==> src/rtl/universal_register.sv <==
// universal_register: WIDTH-bit storage element with hold, parallel load,
// logical shift, rotate and up/down count modes. Q and Qn come from one
// stored vector, so the complement always tracks Q exactly. The serial taps
// are plain wires off Q, so several registers can be chained by connecting
// SerOutL of one register to SerInR of the next.
module universal_register #(
    parameter int              WIDTH        = 8,
    parameter logic [WIDTH-1:0] RESET_VALUE  = '0,
    parameter logic [WIDTH-1:0] PRESET_VALUE = {WIDTH{1'b1}}
) (
    input  logic             Clock,
    input  logic             Reset,
    input  logic             Preset,
    input  logic             En,
    input  logic [2:0]       Mode,
    input  logic [WIDTH-1:0] D,
    input  logic             SerInL,
    input  logic             SerInR,
    output logic [WIDTH-1:0] Q,
    output logic [WIDTH-1:0] Qn,
    output logic             SerOutL,
    output logic             SerOutR,
    output logic             Tc
);

    localparam logic [2:0] MODE_HOLD  = 3'b000;
    localparam logic [2:0] MODE_LOAD  = 3'b001;
    localparam logic [2:0] MODE_SHL   = 3'b010;
    localparam logic [2:0] MODE_SHR   = 3'b011;
    localparam logic [2:0] MODE_ROL   = 3'b100;
    localparam logic [2:0] MODE_ROR   = 3'b101;
    localparam logic [2:0] MODE_UP    = 3'b110;
    localparam logic [2:0] MODE_DOWN  = 3'b111;

    logic [WIDTH-1:0] q_next;
    logic             count_full;
    logic             count_zero;

    // Next-value selection. Each mode reads only the inputs it needs, so an
    // undriven D or serial input cannot reach Q in any other mode.
    always_comb begin
        q_next = Q;
        if (!Preset) begin
            q_next = PRESET_VALUE;
        end else if (En) begin
            case (Mode)
                MODE_HOLD: q_next = Q;
                MODE_LOAD: q_next = D;
                MODE_SHL:  q_next = {Q[WIDTH-2:0], SerInR};
                MODE_SHR:  q_next = {SerInL, Q[WIDTH-1:1]};
                MODE_ROL:  q_next = {Q[WIDTH-2:0], Q[WIDTH-1]};
                MODE_ROR:  q_next = {Q[0], Q[WIDTH-1:1]};
                MODE_UP:   q_next = Q + 1'b1;
                MODE_DOWN: q_next = Q - 1'b1;
                default:   q_next = Q;
            endcase
        end
    end

    // Storage: asynchronous reset wins over everything; otherwise take the
    // selected next value on the rising edge.
    always_ff @(posedge Clock or negedge Reset) begin
        if (!Reset) begin
            Q <= RESET_VALUE;
        end else begin
            Q <= q_next;
        end
    end

    // Derived outputs: complement and serial taps are pure functions of Q.
    assign Qn      = ~Q;
    assign SerOutL = Q[WIDTH-1];
    assign SerOutR = Q[0];

    // Terminal count flags the edge on which the counter is about to wrap.
    // Preset is deliberately ignored; a consumer that cares gates it itself.
    assign count_full = &Q;
    assign count_zero = ~|Q;
    assign Tc = Reset & En &
                (((Mode == MODE_UP)   & count_full) |
                 ((Mode == MODE_DOWN) & count_zero));

endmodule

==> config.mk <==
export PLATFORM = sky130hd
export DESIGN_NAME = universal_register
export DESIGN_NICKNAME = d
export VERILOG_FILES = /design/src/rtl/universal_register.sv
export SDC_FILE = /design/constraint.sdc
export NUM_CORES = 1
export LEC_CHECK = 0
export ABC_CLOCK_PERIOD_IN_PS = 2240
export CAP_MARGIN = 10
export CORE_MARGIN = 2
export CORE_UTILIZATION = 40
export CTS_CLUSTER_SIZE = 24
export DETAILED_ROUTE_END_ITERATION = 6
export GPL_TIMING_DRIVEN = 0
export PLACE_DENSITY_LB_ADDON = 0.05
export SYNTH_ARGS = -nofsm -noshare
export SYNTH_HDL_FRONTEND = slang
export SYNTH_SLANG_ARGS = --single-unit
==> constraint.sdc <==
create_clock -name Clock -period 2.24 [get_ports Clock]
set_input_delay 0.448 -clock Clock [delete_from_list [all_inputs] [get_ports Clock]]
set_output_delay 0.448 -clock Clock [all_outputs]
set_load 0.01 [all_outputs]
run_1/io_fan.png
Scale bar: 20 µm.
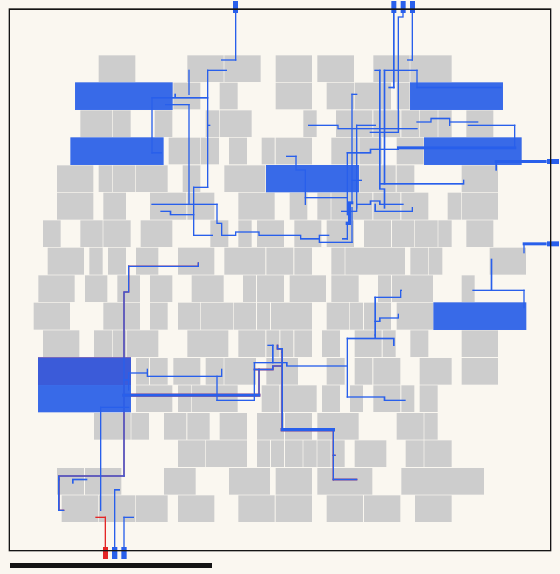
| colour | port | bits | direction | edge | end cells | wire |
|---|---|---|---|---|---|---|
| red | `SerOutR` | 1 | output | bottom | 1 | 83.3 µm |
| blue | `Q` | 8 | output | 4 top, 2 bottom, 2 right | 8 | 444 µm |
PortBufs: 35
# IOs: 36

run_1/clk_routes.png
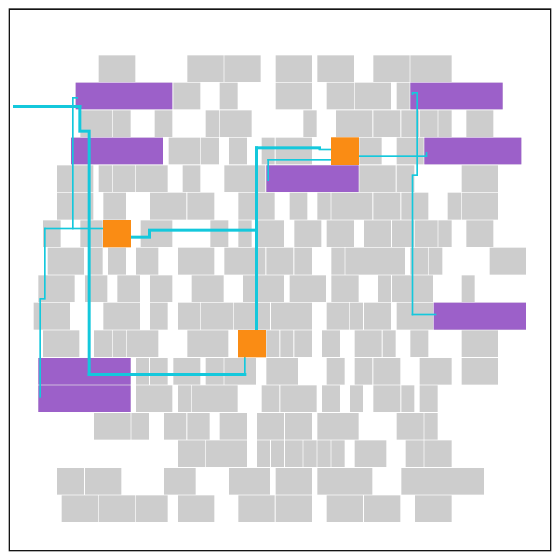
[orange] clock drivers | count: 3
[cyan] clock wires | length: 177 µm
[purple] flip-flops | count: 8
routed clock nets: 4
Setup Skew: 8.02 ps
Clk power: 120 µW
Clk pwr share: 18.1%

run_1/sizes.png
Scale bar: 20 µm.
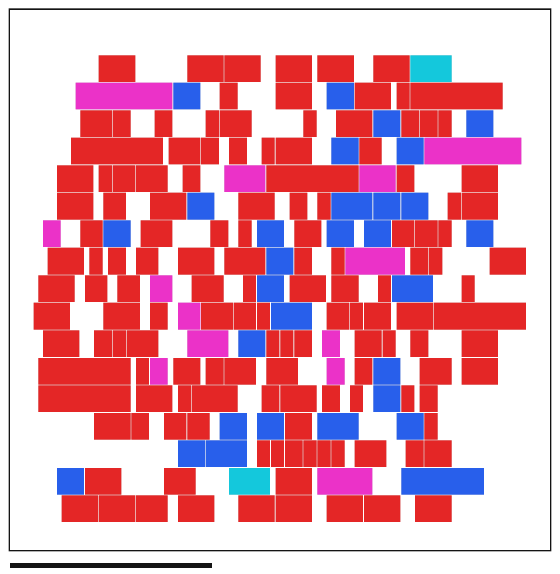
| colour | size | cells |
|---|---|---|
| cyan | _6 and larger | 2 |
| blue | _3 and _4 cells | 30 |
| red | _0 and _1 cells | 140 |
| magenta | _2 cells | 13 |
fin worst setup slack: -67.6 ps
fin area: 1550 µm²
Area Overhead vs Synth: 58.5%
Non-CTS buffers: 62

[run 1: metrics by stage]
stage | setup WS, ps | std cells | hold slack, ps | power (mW) | instance area, µm²
finish | -67.6 | 213 | 485 | 0.662 | 1550
global route | -111 | 213 | 511 | 0.701 | 1550
CTS | -130 | 203 | 493 | 0.635 | 1450
detailed placement | -708 | 194 | 660 | 0.491 | 1360
global placement | -720 | 194 | 656 | 0.488 | 1360
floorplan | 235 | 131 | 152 | 0.356 | 976
[run 1: power by group through the flow]
stage               combinational, mW  sequential (mW)  clock [mW]
finish                          0.363            0.179       0.120
global route                    0.393            0.181       0.127
CTS                             0.332            0.180       0.123
detailed placement              0.310            0.182           0
global placement                0.307            0.181           0
floorplan                       0.174            0.182           0
[run 1: worst paths after layout]
check,startpoint,end,slack (ps),cells past startpoint
worst max-delay path,Q[2],Tc,-70,7
worst min-delay path,Reset,Q[6],480,1
worst max register to register,Q[1],Q[6],190,9
worst min register to register,Q[7],Q[7],690,2
max in group asynchronous,Reset,Q[5],1420,1
min in group Clock,Q[7],Q[7],690,2
[run 1: layout make-up]
class                   count  area, µm²  area share, %
repair buffers             52        473           30.6
flip-flops and latches      8        203           13.1
clock buffers               3       22.5           1.46
multi-input cells         102        704           45.6
well taps                  28       35.0           2.27
plain buffers              10       71.3           4.61
inverters                  10       37.5           2.43
[run 1: critical path, stage by stage (launching register included)]
cell,delay (ps)
dfrtp_1,410
buf_6,140
or4_4,440
nor2_4,110
nand2_1,60
o21ai_1,130
and3_1,170
buf_2,120
[run 1: cells in the final DEF, fill, tap and decap left out, types with 4 or more instances in the layout]
cell type        instances
a21oi_1                  8
dfrtp_1                  6
nand2_1                 10
o221ai_1                 4
o21ai_0                  6
nor3_1                   4
buf_2                    4
clkdlybuf4s50_1         31
mux2i_1                  6
buf_4                   20
nor2_1                  11
nand3_1                  5
inv_1                   10
clkbuf_4                 4
nor2b_1                  6
a2bb2oi_1                4
[run 1: cells by family (layout without fill, tap and decap cells)]
group	Yosys count	in the layout	synth area share, %
compound gates	40	40	28.7
flops	8	8	20.5
simple gates	50	50	27.4
fa+ha+maj	1	1	1.28
xor+xnor	2	2	1.80
buf+inv	21	75	10.8
mux	9	9	9.49
[run 1: layer usage]
layer | vias to the layer above | wire length, µm | share of wire (%)
li1 | 589 | - | -
met1 | 582 | 1320 | 39
met2 | 59 | 1710 | 51
met3 | 5 | 266 | 8.0
met4 | 0 | 47 | 1.4
met5 | - | 0 | 0
[run 1: timing repair]
action                                 CTS  global route
gates resized                           16             8
endpoints found under the hold margin    0             0
setup endpoints to repair                4             4
buffers inserted                         6            11
pin swaps                                7             5
==> flow_summary.toml, run 1 <==
# synthesis and place-and-route metrics
[global_routing]
grt_util_met3_pct = 5.08
grt_pass1_vias = 1086
grt_pass1_wl_mm = 5.25
grt_overflow = 0

[cells_and_area]
drive_gt1_share_pct = 24.3
largest_reg_flops = 8
top_register = "Q"
top_regs = "Q: 8 flops"

[die]
chipArea_um2 = 2850
die_y_um = 53.4
die_w_um = 53.4
row_count = 17

[sta]
post-route-min-period_ps = 2310
setup_ws_ps = -67.6
maxSlewViolCount = 0
slew-limit-headroom_pct = 58.0
setup_violations = 1
grt_setup_unrepaired = "yes"
hold_violations = 0

[yosys]
async_flop_share_pct = 100
edf_count = 0
ys_types = 42
top_cells_by_count = "nor2_1, nand2_1, inv_1"
synth_warnings = 0
ys.flops = 8
syn_nets = 149
seq_area_frac_synth_pct = 20.5
yosys_area_um2 = 976
synth_area_um2 = 976
area_leaders = "dfrtp_1, mux2i_1, nor2_1"

[status]
status = "finished, violations left"
violations = "setup timing"

[routing]
dr.pass1.iters = 4
via_per_inst = 5.80
wl_mm = 3.34
drc = 0

[power_and_ir_drop]
internal_power_uw = 414
power_switching_uw = 247
power_frac_seq_pct = 27.0
vdd_drop_max_mv = 0.302

[placement]
place.gp.congestion = 0.896
place_hpwl_mm = 2.33

[worst_setup_path]
arrival_ps = 1860
crit_required_ps = 1790

[hold_path]
min_path_type = "input port to asynchronous set/reset pin"

[cts]
cts_tree = "yes"
clkSinkCount = 8
path_clk_slew_ps = 60
cts_inserted_buffers = 3
cts-root-buf = "clkbuf_4"

[job]
warning_count = 28
==> run 2, diff against run 1 <==
--- a/config.mk
+++ b/config.mk
@@ -7,11 +7,12 @@
 export LEC_CHECK = 0
 export ABC_CLOCK_PERIOD_IN_PS = 2240
 export CAP_MARGIN = 10
-export CORE_MARGIN = 2
+export CORE_MARGIN = 3
 export CORE_UTILIZATION = 40
 export CTS_CLUSTER_SIZE = 24
 export DETAILED_ROUTE_END_ITERATION = 6
 export GPL_TIMING_DRIVEN = 0
+export HOLD_SLACK_MARGIN = 0.15
 export PLACE_DENSITY_LB_ADDON = 0.05
 export SYNTH_ARGS = -nofsm -noshare
 export SYNTH_HDL_FRONTEND = slang
run_2/sizes.png
Scale bar: 20 µm.
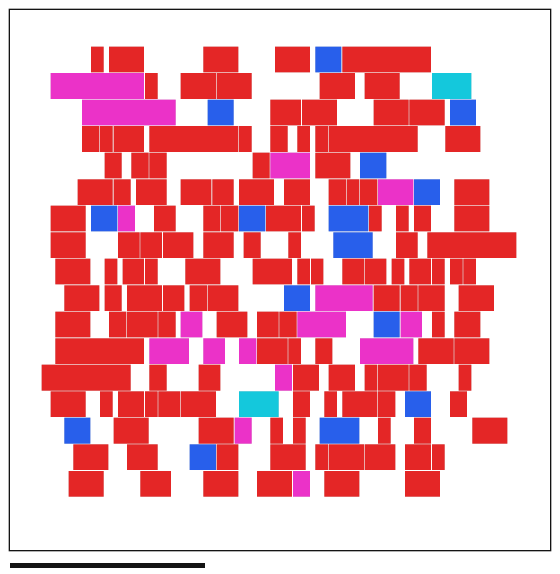
| colour | size | cells |
|---|---|---|
| cyan | _6 and larger | 2 |
| magenta | _2 cells | 16 |
| red | _0 and _1 cells | 141 |
| blue | _3 and _4 cells | 15 |
Non-CTS buffers: 51
fin worst setup slack: -106 ps
fin area: 1440 µm²
Area Overhead vs Synth: 47.9%

==> flow_summary.toml, run 2 <==
# synthesis and place-and-route metrics
[yosys]
edf_count = 0
syn_nets = 149
ys.flops = 8
top_cells_by_count = "nor2_1, nand2_1, inv_1"
seq_area_frac_synth_pct = 20.5
ys_types = 42
async_flop_share_pct = 100
synth_warnings = 0
yosys_area_um2 = 976
area_leaders = "dfrtp_1, mux2i_1, nor2_1"
synth_area_um2 = 976

[sta]
setup_violations = 2
grt_setup_unrepaired = "yes"
finalCritPeriodShare_pct = 105
hold_violations = 0
hold_ws_ps = 482
slew-limit-headroom_pct = 55.2
post-route-min-period_ps = 2350
maxSlewViolCount = 0
setup_ws_ps = -106
finalClockSkew_ps = 8.95
worst_slew_pin_slew_ps = 668

[worst_setup_path]
worst-path-max-fanout = 6
arrival_ps = 1900
crit_required_ps = 1790
end_kind = "output port"
rr_worst_depth = 8

[routing]
wl_met1_mm = 1.37
drc = 0
dr.pass1.iters = 4
met3_length_um = 229
route.met2.wl_mm = 1.58
via_per_inst = 5.97
wl_mm = 3.25
routed.top_layer = "met4"

[cells_and_area]
layout_top_cells = "clkdlybuf4s50_1, inv_1, nand2_1, nor2_1, buf_4"
layout.cells.most_common = "clkdlybuf4s50_1"
drive_gt1_share_pct = 19.0
logic_area_um2 = 689
largest_reg_flops = 8
top_register = "Q"
regArea_um2 = 203
top_regs = "Q: 8 flops"
fin_nets = 194

[placement]
port_buffers = 35
place.gp.congestion = 0.914
place_hpwl_mm = 2.45

[cts]
clkSinkCount = 8
path_clk_slew_ps = 60
cts-root-buf = "clkbuf_4"
cts_inserted_buffers = 3
cts_tree = "yes"

[power_and_ir_drop]
vdd_drop_max_mv = 0.337
power_density_nw_per_um2 = 442

[job]
warning_count = 28

[hold_path]
min_path_type = "input port to asynchronous set/reset pin"

[status]
violations = "setup timing"
status = "finished, violations left"

[die]
num_io_pins = 36
die_y_um = 55.4
die_w_um = 55.4
chipArea_um2 = 3070

[global_routing]
grt_overflow = 0
grt_pass1_vias = 1203
grt_pass1_wl_mm = 5.44
grt_max_degree = 11
run_2/placement_by_type.png
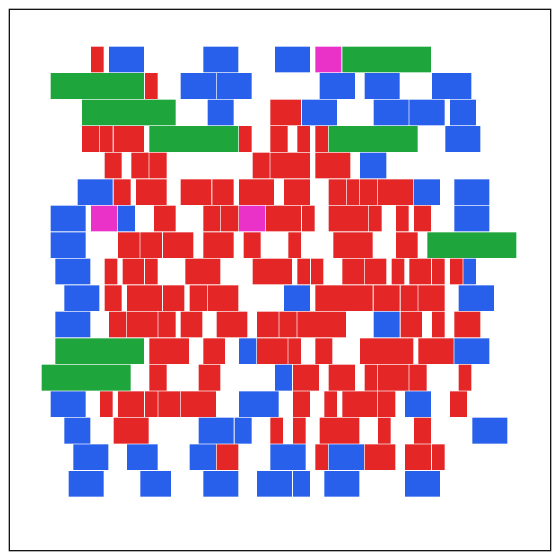
| colour | class | cells | share of their area |
|---|---|---|---|
| green | flops | 8 | 14% |
| red | combinational and other logic | 112 | 52% |
| magenta | clock drivers | 3 | 1.6% |
| blue | other buffers and delay cells | 51 | 32% |
FP Rows: 17
Seq/total area: 14.0%

[run 2: cells by family (layout without fill, tap and decap cells)]
kind of cell | after synthesis | in the layout | synth area share [%]
xor gates and xnor gates | 2 | 2 | 1.80
AOI/OAI and AO/OA | 40 | 40 | 28.7
and+or+nand+nor | 50 | 50 | 27.4
adders and majority gates | 1 | 1 | 1.28
buffers and inverters | 21 | 64 | 10.8
muxes | 9 | 9 | 9.49
DFF | 8 | 8 | 20.5
[run 2: worst paths after layout]
check | end | start | slack (ps)
max | Tc | Mode[2] | -110
min | Q[6] | Reset | 480
max reg2reg | Q[4] | Q[1] | 110
min reg2reg | Q[5] | Q[5] | 650
max in group asynchronous | Q[4] | Reset | 1420
min in group Clock | Q[5] | Q[5] | 650
[run 2: timing repair]
item	CTS	global route
buffers inserted	3	2
hold endpoints to repair	0	0
endpoints found under the setup margin	4	4
pin swaps	2	6
resized	15	5
cloned	0	0
[run 2: per-stage QoR]
stage               setup TNS (ps)  cells  area [µm²]  worst slack [ps]  power, mW
floorplan                        0    131         976               235      0.356
finish                        -158    202        1440              -106      0.638
global route                  -303    202        1440              -170      0.682
CTS                           -166    200        1420              -134      0.631
detailed placement           -2050    194        1360              -710      0.494
global placement             -1960    194        1360              -735      0.490
[run 2: final cells by class]
type | count | share of cell area, %
multi-input cells | 102 | 47.7
repair buffers | 40 | 26.3
flip-flops and latches | 8 | 14.0
plain buffers | 11 | 5.29
inverters | 10 | 2.60
well taps | 28 | 2.43
clock buffers | 3 | 1.56
[run 2: report_power, final]
| group | switching, mW | total [mW] | internal [mW] |
|---|---|---|---|
| sequential | 0.0232 | 0.182 | 0.158 |
| clock | 0.0570 | 0.119 | 0.0619 |
| combinational | 0.161 | 0.338 | 0.177 |
[run 2: worst max-delay path, cell delays in order]
cell and delay, ps:
clkdlybuf4s50_1 460, and3_1 170, buf_6 130, and3_4 200, nand2_1 50, o21ai_1 140, and3_1 160, buf_2 130
[run 2: metal layers]
metal | vias up | track usage (%)
met1 | 578 | 27.7
met5 | - | 0
li1 | 569 | -
met3 | 9 | 6.07
met4 | 0 | 8.33
met2 | 50 | 34.6
Power and IR drop assume default switching activity.
